===== src/rtl/exe_sequencer.sv =====
`default_nettype none
// ============================================================================
// Module   : exe_sequencer
// Purpose  : Instruction sequencer. Fetches 5-bit instruction words from a
//            memory with one cycle of read latency, decodes them and fires a
//            single start strobe into one of the execution units, then waits
//            for that unit's completion pulse before fetching the next word.
//            Opcode 111 stops the program; opcode 101 is a NOP.
// Ports    : clk           - clock, all state changes on the rising edge
//            reset         - asynchronous, active-low
//            start         - launch program at address 0 (IDLE or HALT only)
//            instr_addr    - program counter / instruction memory address
//            instr_rd      - instruction read strobe (FETCH)
//            instr_data    - [4:2] opcode, [1] read_from, [0] write_to_reg
//            unit_done     - completion pulse from the active unit
//            add_en .. write_to_mem - one-cycle unit start strobes
//            add_or_sub    - 0 = add, 1 = subtract
//            read_from     - operand source select
//            write_to_reg  - writeback control
//            busy          - program running
//            halted        - stop opcode reached (or unit timeout)
//            error         - unit timeout occurred
// Option   : EXE_TIMEOUT_EN - when defined, a WAIT lasting TIMEOUT_CYCLES
//            cycles without unit_done halts the program with error=1.
// Revision : 1.0 - initial release
// ============================================================================
module exe_sequencer #(
  parameter int ADDR_W         = 8,
  parameter int TIMEOUT_CYCLES = 255
) (
  input  logic              clk,
  input  logic              reset,
  input  logic              start,
  output logic [ADDR_W-1:0] instr_addr,
  output logic              instr_rd,
  input  logic [4:0]        instr_data,
  input  logic              unit_done,
  output logic              add_en,
  output logic              scale_en,
  output logic              mult_en,
  output logic              transpose_en,
  output logic              write_to_mem,
  output logic              add_or_sub,
  output logic              read_from,
  output logic              write_to_reg,
  output logic              busy,
  output logic              halted,
  output logic              error
);

  typedef enum logic [2:0] {
    ST_IDLE   = 3'd0,
    ST_FETCH  = 3'd1,
    ST_DECODE = 3'd2,
    ST_EXEC   = 3'd3,
    ST_WAIT   = 3'd4,
    ST_HALT   = 3'd5
  } state_t;

  localparam logic [2:0] OP_ADD   = 3'b000;
  localparam logic [2:0] OP_SUB   = 3'b001;
  localparam logic [2:0] OP_SCALE = 3'b010;
  localparam logic [2:0] OP_MULT  = 3'b011;
  localparam logic [2:0] OP_TRANS = 3'b100;
  localparam logic [2:0] OP_NOP   = 3'b101;
  localparam logic [2:0] OP_WMEM  = 3'b110;
  localparam logic [2:0] OP_STOP  = 3'b111;

  state_t            state;
  state_t            state_nxt;
  logic [ADDR_W-1:0] pc;
  logic [ADDR_W-1:0] pc_nxt;
  logic [4:0]        ir;
  logic [2:0]        ir_op;

  assign ir_op      = ir[4:2];
  assign instr_addr = pc;

  always_ff @(posedge clk or negedge reset) begin
    if (!reset) begin
      state <= ST_IDLE;
      pc    <= '0;
      ir    <= '0;
    end else begin
      state <= state_nxt;
      pc    <= pc_nxt;
      // Read data arrives during DECODE (one cycle after the FETCH strobe).
      if (state == ST_DECODE) begin
        ir <= instr_data;
      end
    end
  end

`ifdef EXE_TIMEOUT_EN
  // Counter only needs to reach TIMEOUT_CYCLES-1; it is reloaded in EXEC.
  localparam int CNT_W = (TIMEOUT_CYCLES > 1) ? $clog2(TIMEOUT_CYCLES) : 1;

  logic [CNT_W-1:0] wait_cnt;
  logic             err_q;
  logic             timeout_hit;

  // unit_done on the last allowed cycle wins over the timeout.
  assign timeout_hit = (state == ST_WAIT) && !unit_done &&
                       (wait_cnt == CNT_W'(TIMEOUT_CYCLES - 1));

  always_ff @(posedge clk or negedge reset) begin
    if (!reset) begin
      wait_cnt <= '0;
      err_q    <= 1'b0;
    end else begin
      if (state == ST_EXEC) begin
        wait_cnt <= '0;
      end else if (state == ST_WAIT) begin
        wait_cnt <= wait_cnt + 1'b1;
      end
      if (timeout_hit) begin
        err_q <= 1'b1;
      end else if ((state == ST_HALT) && start) begin
        err_q <= 1'b0;
      end
    end
  end

  assign error = err_q;
`else
  logic unused_timeout_cfg;
  assign unused_timeout_cfg = (TIMEOUT_CYCLES != 0);
  assign error = 1'b0;
`endif

  always_comb begin
    state_nxt    = state;
    pc_nxt       = pc;
    instr_rd     = 1'b0;
    add_en       = 1'b0;
    scale_en     = 1'b0;
    mult_en      = 1'b0;
    transpose_en = 1'b0;
    write_to_mem = 1'b0;
    add_or_sub   = 1'b0;
    read_from    = 1'b0;
    write_to_reg = 1'b0;
    busy         = 1'b0;
    halted       = 1'b0;

    case (state)
      ST_IDLE: begin
        if (start) begin
          pc_nxt    = '0;
          state_nxt = ST_FETCH;
        end
      end

      ST_FETCH: begin
        busy      = 1'b1;
        instr_rd  = 1'b1;
        state_nxt = ST_DECODE;
      end

      // Branch on the live read data; the IR captures it on this same edge.
      ST_DECODE: begin
        busy = 1'b1;
        case (instr_data[4:2])
          OP_STOP: state_nxt = ST_HALT;
          OP_NOP: begin
            pc_nxt    = pc + 1'b1;
            state_nxt = ST_FETCH;
          end
          default: state_nxt = ST_EXEC;
        endcase
      end

      ST_EXEC: begin
        busy         = 1'b1;
        add_or_sub   = (ir_op == OP_SUB);
        read_from    = ir[1];
        write_to_reg = ir[0];
        case (ir_op)
          OP_ADD, OP_SUB: add_en       = 1'b1;
          OP_SCALE:       scale_en     = 1'b1;
          OP_MULT:        mult_en      = 1'b1;
          OP_TRANS:       transpose_en = 1'b1;
          OP_WMEM:        write_to_mem = 1'b1;
          default:        ;
        endcase
        state_nxt = ST_WAIT;
      end

      ST_WAIT: begin
        busy         = 1'b1;
        add_or_sub   = (ir_op == OP_SUB);
        read_from    = ir[1];
        write_to_reg = ir[0];
        if (unit_done) begin
          pc_nxt    = pc + 1'b1;
          state_nxt = ST_FETCH;
        end
`ifdef EXE_TIMEOUT_EN
        else if (timeout_hit) begin
          state_nxt = ST_HALT;
        end
`endif
      end

      ST_HALT: begin
        halted = 1'b1;
        if (start) begin
          pc_nxt    = '0;
          state_nxt = ST_FETCH;
        end
      end

      default: state_nxt = ST_IDLE;
    endcase
  end

endmodule
`default_nettype wire

===== config.mk =====
export PLATFORM = sky130hd
export DESIGN_NAME = exe_sequencer
export DESIGN_NICKNAME = d
export VERILOG_FILES = /design/src/rtl/exe_sequencer.sv
export SDC_FILE = /design/constraint.sdc
export NUM_CORES = 1
export LEC_CHECK = 0
export CORE_MARGIN = 1.5
export CORE_UTILIZATION = 45
export CTS_BUF_LIST = sky130_fd_sc_hd__clkbuf_8 sky130_fd_sc_hd__clkbuf_16
export CTS_CLUSTER_SIZE = 28
export DETAILED_ROUTE_END_ITERATION = 7
export PLACE_DENSITY = 0.76
export SYNTH_ARGS = -nofsm -noshare
export SYNTH_HDL_FRONTEND = slang
export SYNTH_SLANG_ARGS = --single-unit

===== constraint.sdc =====
create_clock -name clk -period 2.8 [get_ports clk]
set_clock_uncertainty 0.2 [all_clocks]
set_input_delay 0.42 -clock clk [delete_from_list [all_inputs] [get_ports clk]]
set_output_delay 0.42 -clock clk [all_outputs]
set_load 0.005 [all_outputs]

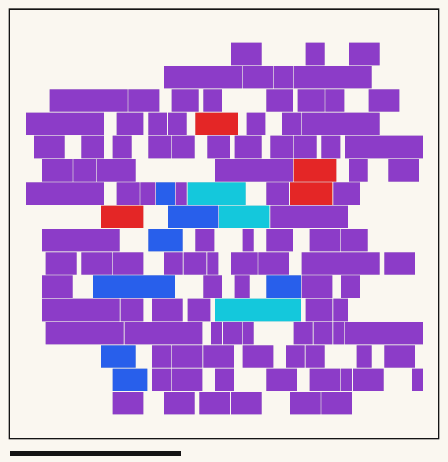
Fig. 1. Cell sizes after repair (run 1).
The bar under the picture is 20 um long.
size	colour	cells	share
drive 2	blue	7	5.9%
drive 3 to 4	cyan	3	2.5%
drive 1 or less	purple	104	88%
drive 6 and up	red	4	3.4%
worst path setup slack after routing: 0.1593 ns
Repair and plain buffers: 27
area added between synthesis and finish: 32.20%

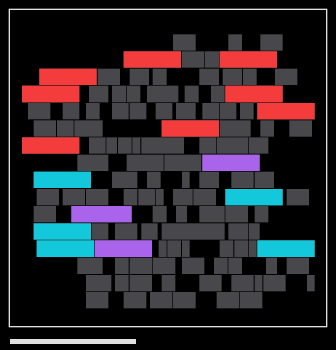
Fig. 2. Register map, names as in the netlist (run 1).
The bar under the picture is 20 um long.
netlist name	colour	sequential cells
state	purple	3
instr_addr	red	8
ir	cyan	5
sequential fraction of total cell area: 0.3054
sequential cell area: 401.6 um^2
sequential power: 0.441 mW
final core utilization: 0.6504

==> COMMIT_EDITMSG, run 1 <==
Add synthesis and place-and-route results

- Number of nets in the finished design: 129
* Number of maximum-capacitance violations: 0
- Tool Warnings: 26
* Routed met2 length: 1000 um
* Flop count: 16
- The highest clock rate this design can be run at is 378.7 MHz.
* Arithmetic-cell share of the synthesized area counting full adders, half adders and majority gates: 0.01258
- Maximum number of buffers from clock root to sink: 2
* Number of global-route vias before repair: 798
- Non-clock inverters: 1
* Leading cell type by number of instances after synthesis: sky130_fd_sc_hd__dfrtp_1
- The script logs the mean routed wire length per placed instance as 14.68 um.
- The power report attributes to the sequential group a share of 0.351.
- Once detailed placement completed, the half-perimeter wirelength came to 1489 um.
- Cell Area, Synth: 994.7 um^2
- Run status: completed
- Power per unit of standard cell area: 954.0 mW/mm^2
- Proportion of register bits with asynchronous set or reset after synthesis: 1.000
* Highest routed metal layer: met3
- Number of antenna violations at the first check in global routing: 0
- Switching share of power: 0.3860
- Number of failing hold endpoints at the final stage: 0
- Max-slew violations: 0
- Dominant register cell in the synthesized netlist: sky130_fd_sc_hd__dfrtp_1
- Area of the placeable core: 0.002022 mm^2
- Power share of the combinational group: 0.487
- In this run, the synthesized area fraction spent on xor and xnor cells is recorded as 0.02516.
* Crit. path cell count: 4
* Number of cells in the yosys synthesis report: 92
- Final Cell Area: 0.001315 mm^2
- Final weighted congestion in routability-driven placement: 0.7329
* Startpoint of the worst-slack reg-to-reg timing path: state[2]$_DFFE_PN0P_
- Post-Syn Instances: 92
- Worst min-delay path category: reg -> reg
* GRT Total Usage: 0.1880
* DP Area: 0.001259 mm^2
- The detailed router reports a met3 wire length of 127 um.
- For reference, the critical path is launched at state[2]$_DFFE_PN0P_.
- Count of H-tree levels built during CTS: 1
- Biggest fanout along the worst timing path: 14
* Min-Delay Path Depth: 1
- Cell class with the largest area share: multi-input combinational cells
- 1st-pass router iterations: 4
- Wire length of the first global-routing pass: 3636 um
- Among logic cells in the layout, the one with the most instances is sky130_fd_sc_hd__clkdlybuf4s50_1.
* Count of inserted antenna diode cells: 0
- The worst-case max-slew headroom was logged as 0.5058.
* Startpoint of the worst hold path: ir[0]$_DFFE_PN0N_
- Worst reg-to-reg path cell count: 4
* Summed negative setup slack over all endpoints: 0 ns
* Count of library flops with an enable pin: 0
- Met1 Resource Use GR: 0.2596
- For this block, the via count after detailed routing is 814.
- Simple Share, Synth: 0.2679
* Met2 Track Usage GR: 0.2939
- Fill cells: 169
- Area contributors post-synth: sky130_fd_sc_hd__dfrtp_1 40%, sky130_fd_sc_hd__o2bb2ai_1 5.3%, sky130_fd_sc_hd__nand2b_1 5.0%
- Number of port buffers: 27
- Share of post-route cells with drive strength above 1: 0.1186
* Tcrit/Tclk final: 0.9431
- The floorplan has 16 rows.
- Post-cts hold-fix buffer tally: 0
- Per the finish-stage timing summary, setup violations number 0.
- The worst register-to-register path ends at instr_addr[7]$_DFFE_PN0P_.
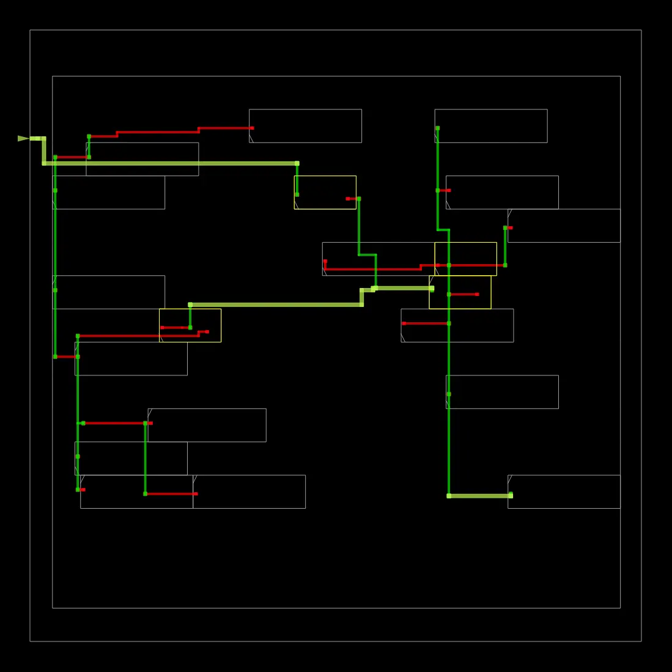
Fig. 3. Clock nets (run 1).
number of clock-tree buffers in the layout: 4
clock network power: 0.203 mW
number of buffers created by CTS: 3
clk latency late pin: 0.25 ns
CTS sink cnt: 16

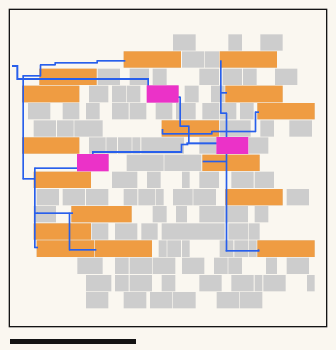
Fig. 4. Clock distribution (run 1).
The bar under the picture is 20 um long.
[cells driving clock nets] magenta | count: 3
[flip-flops] orange | count: 16
[clock wires] blue | length: 200 um
routed clock nets	4
relative contribution of the clock network to total power: 0.162

[run 1: metrics by stage]
stage	setup slack, ns	power, mW	util	cells	hold slack [ns]
after global routing	0.007890	1.357	0.6504	145	0.3407
final	0.1593	1.255	0.6504	145	0.3071
after floorplan	1.032	0.8432	-	92	-0.07559
after CTS	0.1099	1.259	0.6498	145	0.3162
after detailed placement	0.3826	1.039	0.6225	141	0.3010
after global placement	0.4537	1.029	0.6225	141	0.2890
[run 1: flip-flops by register name, indices dropped and copies added, names as in the netlist]
signal      flops
instr_addr      8
ir              5
state           3
Fig. 5: run 1, close-up of the layout
Region (20, 0) to (50, 30) um. Cells in grey, sequential cells in the stronger grey; small squares are vias.
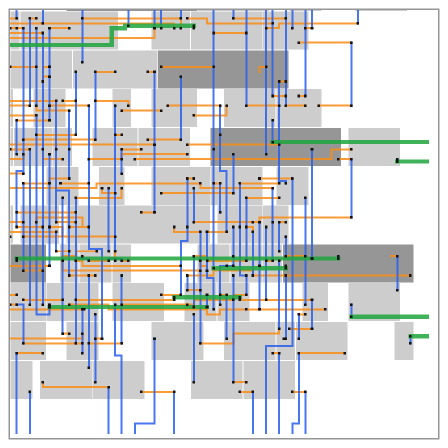

==> inputs of run 2 (changes only) <==
--- a/config.mk
+++ b/config.mk
@@ -6,11 +6,11 @@
 export NUM_CORES = 1
 export LEC_CHECK = 0
 export CORE_MARGIN = 1.5
-export CORE_UTILIZATION = 45
+export CORE_UTILIZATION = 50
 export CTS_BUF_LIST = sky130_fd_sc_hd__clkbuf_8 sky130_fd_sc_hd__clkbuf_16
 export CTS_CLUSTER_SIZE = 28
 export DETAILED_ROUTE_END_ITERATION = 7
-export PLACE_DENSITY = 0.76
+export PLACE_DENSITY = 0.84
 export SYNTH_ARGS = -nofsm -noshare
 export SYNTH_HDL_FRONTEND = slang
 export SYNTH_SLANG_ARGS = --single-unit
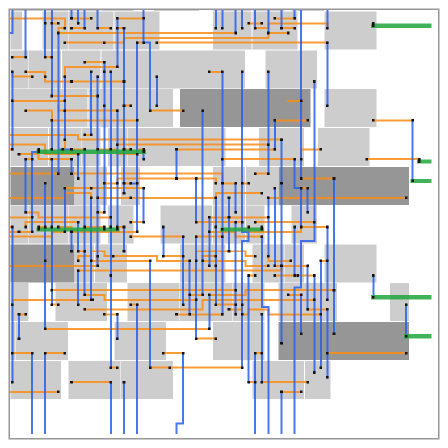
Fig. 6. Close-up of the layout (run 2).
Region (18, 0) to (48, 30) um. Cells in grey, sequential cells in the stronger grey; small squares are vias.
layer	colour
met1	orange
met3	green
met2	blue
sequential cells in the window	3
netlist names of flops here include	ir (2), state (1)
cells with their middle in the window	56
most frequent	clkdlybuf4s50_1 (14)

==> run 2 against run 1 <==
Sequential cell count did not move. Critical path depth did not move. Die size fell by 9.4%. Clock power barely moved. Routed wire length rose by 2.2%. Fmax fell by 0.33%. Hold slack barely moved. Area after synthesis did not move. Sequential power barely moved. Synthesized cell count did not move. Combinational power barely moved. Core utilization rose by 7.8 points.
==> COMMIT_EDITMSG, run 2 <==
Add synthesis and place-and-route results

- Final weighted congestion in routability-driven placement: 0.7723
- In the global route stage, met1 resource usage came out at 0.3144.
- OpenROAD emitted warnings numbering 26.
- Area contributors post-synth: sky130_fd_sc_hd__dfrtp_1 40%, sky130_fd_sc_hd__o2bb2ai_1 5.3%, sky130_fd_sc_hd__nand2b_1 5.0%
* Worst slew margin relative to its limit: 0.5017
- The initialized floorplan defines 15 standard-cell rows.
- TritonCTS built the clock tree.
- After technology mapping, the gate count stands at 92.
- Fraction of synthesized cell area taken by the top area cell type: 0.4025
- Routed met3 length: 54 um
* Power share of the combinational group: 0.488
- Destination of the worst hold path: ir[1]$_DFFE_PN0N_
* Routed met2 length: 1061 um
- Number of clock-tree buffers in the layout: 4
- In the final layout, the share of cells above drive strength 1 is 0.1186.
- In the final layout, excluding clock buffers the buffer count is 27.
* Switching share of power: 0.3880
- Sequential fraction of total cell area: 0.3060
- Per the detail_route report, the via count comes to 817.
- The report puts the cell count of the worst reg-to-reg path at 4.
* 1st-pass router iterations: 4
* Number of port buffers: 27
- Leaving out the clock tree, the finished layout contains an inverter count of 1.
* Max-slew violations: 0
- Flop count: 16
* Fill cells: 141
- Global routing's busiest layer: met2
- The detail route stage leaves a number of antenna-violating nets equal to 0.
- Area of the placeable core: 0.001802 mm^2
- Maximum number of buffers from clock root to sink: 2
- Clk latency late pin: 0.25 ns
- CTS added clock buffers totalling 3.
- The power report attributes to the sequential group a share of 0.349.
* Cell Area, Synth: 994.7 um^2
- Worst hold margin: 0.3067 ns
- The library cell used most frequently in the layout, excluding fill and tap cells, is sky130_fd_sc_hd__clkdlybuf4s50_1.
- At the placement stage, the worst setup path has a slack of 0.3739 ns.
- Per the hold report, the tightest min-delay path originates at ir[1]$_DFFE_PN0N_.
- Leading cell type by number of instances after synthesis: sky130_fd_sc_hd__dfrtp_1
- Number of non-filler instances in the completed layout: 143
- CTS clock-pin slew for the worst setup and hold paths: 0.07 ns
* Worst min-delay path category: reg -> reg
* Sequence of cells on the critical path: nand2b_1 > o22ai_1 > and4b_1 > clkdlybuf4s50_1
- The first global-routing pass estimated 3401 um of wire.
- Sequential power: 0.439 mW
* Clock network power: 0.205 mW
- Number of placed cells counting well taps: 139
* Register-to-register setup slack: 0.54 ns
- Hold analysis shows the worst path with a depth of 1.
- Dominant register cell in the synthesized netlist: sky130_fd_sc_hd__dfrtp_1
- Once placement finished, the instance area stood at 0.001256 mm^2.
* Summed negative setup slack over all endpoints: 0 ns
* Final core utilization: 0.7285
- Relative contribution of the clock network to total power: 0.163
- Per-cell routed wire length: 15.21 um
- Number of nets in the finished design: 129
- Number of flip-flops under the largest register name: 8
* Met2 Track Usage GR: 0.3378
* Run status: completed
- Cell class with the largest area share: multi-input combinational cells
* CTS sink cnt: 16
- The flow inserted 25 tap cells.
* Count of library flops with an enable pin: 0
- Power per unit of standard cell area: 958.4 mW/mm^2
- Detailed Place HPWL: 1622 um
* Count of H-tree levels built during CTS: 1
- The number of cells reported by Yosys stat comes to 92.
* Number of antenna violations at the first check in global routing: 0
- Startpoint of the worst-slack reg-to-reg timing path: state[2]$_DFFE_PN0P_
- The highest clock rate this design can be run at is 377.4 MHz.
- The layout report lists the combined flip-flop and latch area as 401.6 um^2.
- For this run, asynchronously set or reset flops after synthesis account for 1.000.
* GRT Total Usage: 0.2128
* Launching element of the worst setup path: state[2]$_DFFE_PN0P_
- Worst path setup slack after routing: 0.1506 ns
* Number of maximum-capacitance violations: 0
* PnR Total Power: 1.258 mW
- For this design, the CTS-stage hold fixing added 0 buffers.
- Max fanout on the critical path was recorded as 14.
- The script parses the final routing iteration and logs DRC violations as 0.
- In the final report, the number of hold violations comes to 0.
run 2: worst max path at each step:
stage / endpoint / slack, ns / cells past startpoint
after floorplan: transpose_en / 1.03 / 4
after global placement: transpose_en / 0.47 / 4
after detailed placement: transpose_en / 0.37 / 4
after CTS: transpose_en / 0.10 / 4
after global routing: transpose_en / 0.02 / 4
final: add_or_sub / 0.15 / 4
run 2: logic make-up (layout without fill, tap and decap cells):
family,Yosys count,after routing,share of synthesized area
adder cells (fa/ha/maj),1,1,0.01258
other,1,1,0.003770
XOR/XNOR,2,2,0.02516
AND/OR/NAND/NOR,38,38,0.2679
AND-OR/OR-AND,23,23,0.1887
multiplexers,5,5,0.05534
buffers and inverters,6,32,0.04402
flip-flops,16,16,0.4025
Power figures rest on the tool's default switching activity, not on a simulated workload.
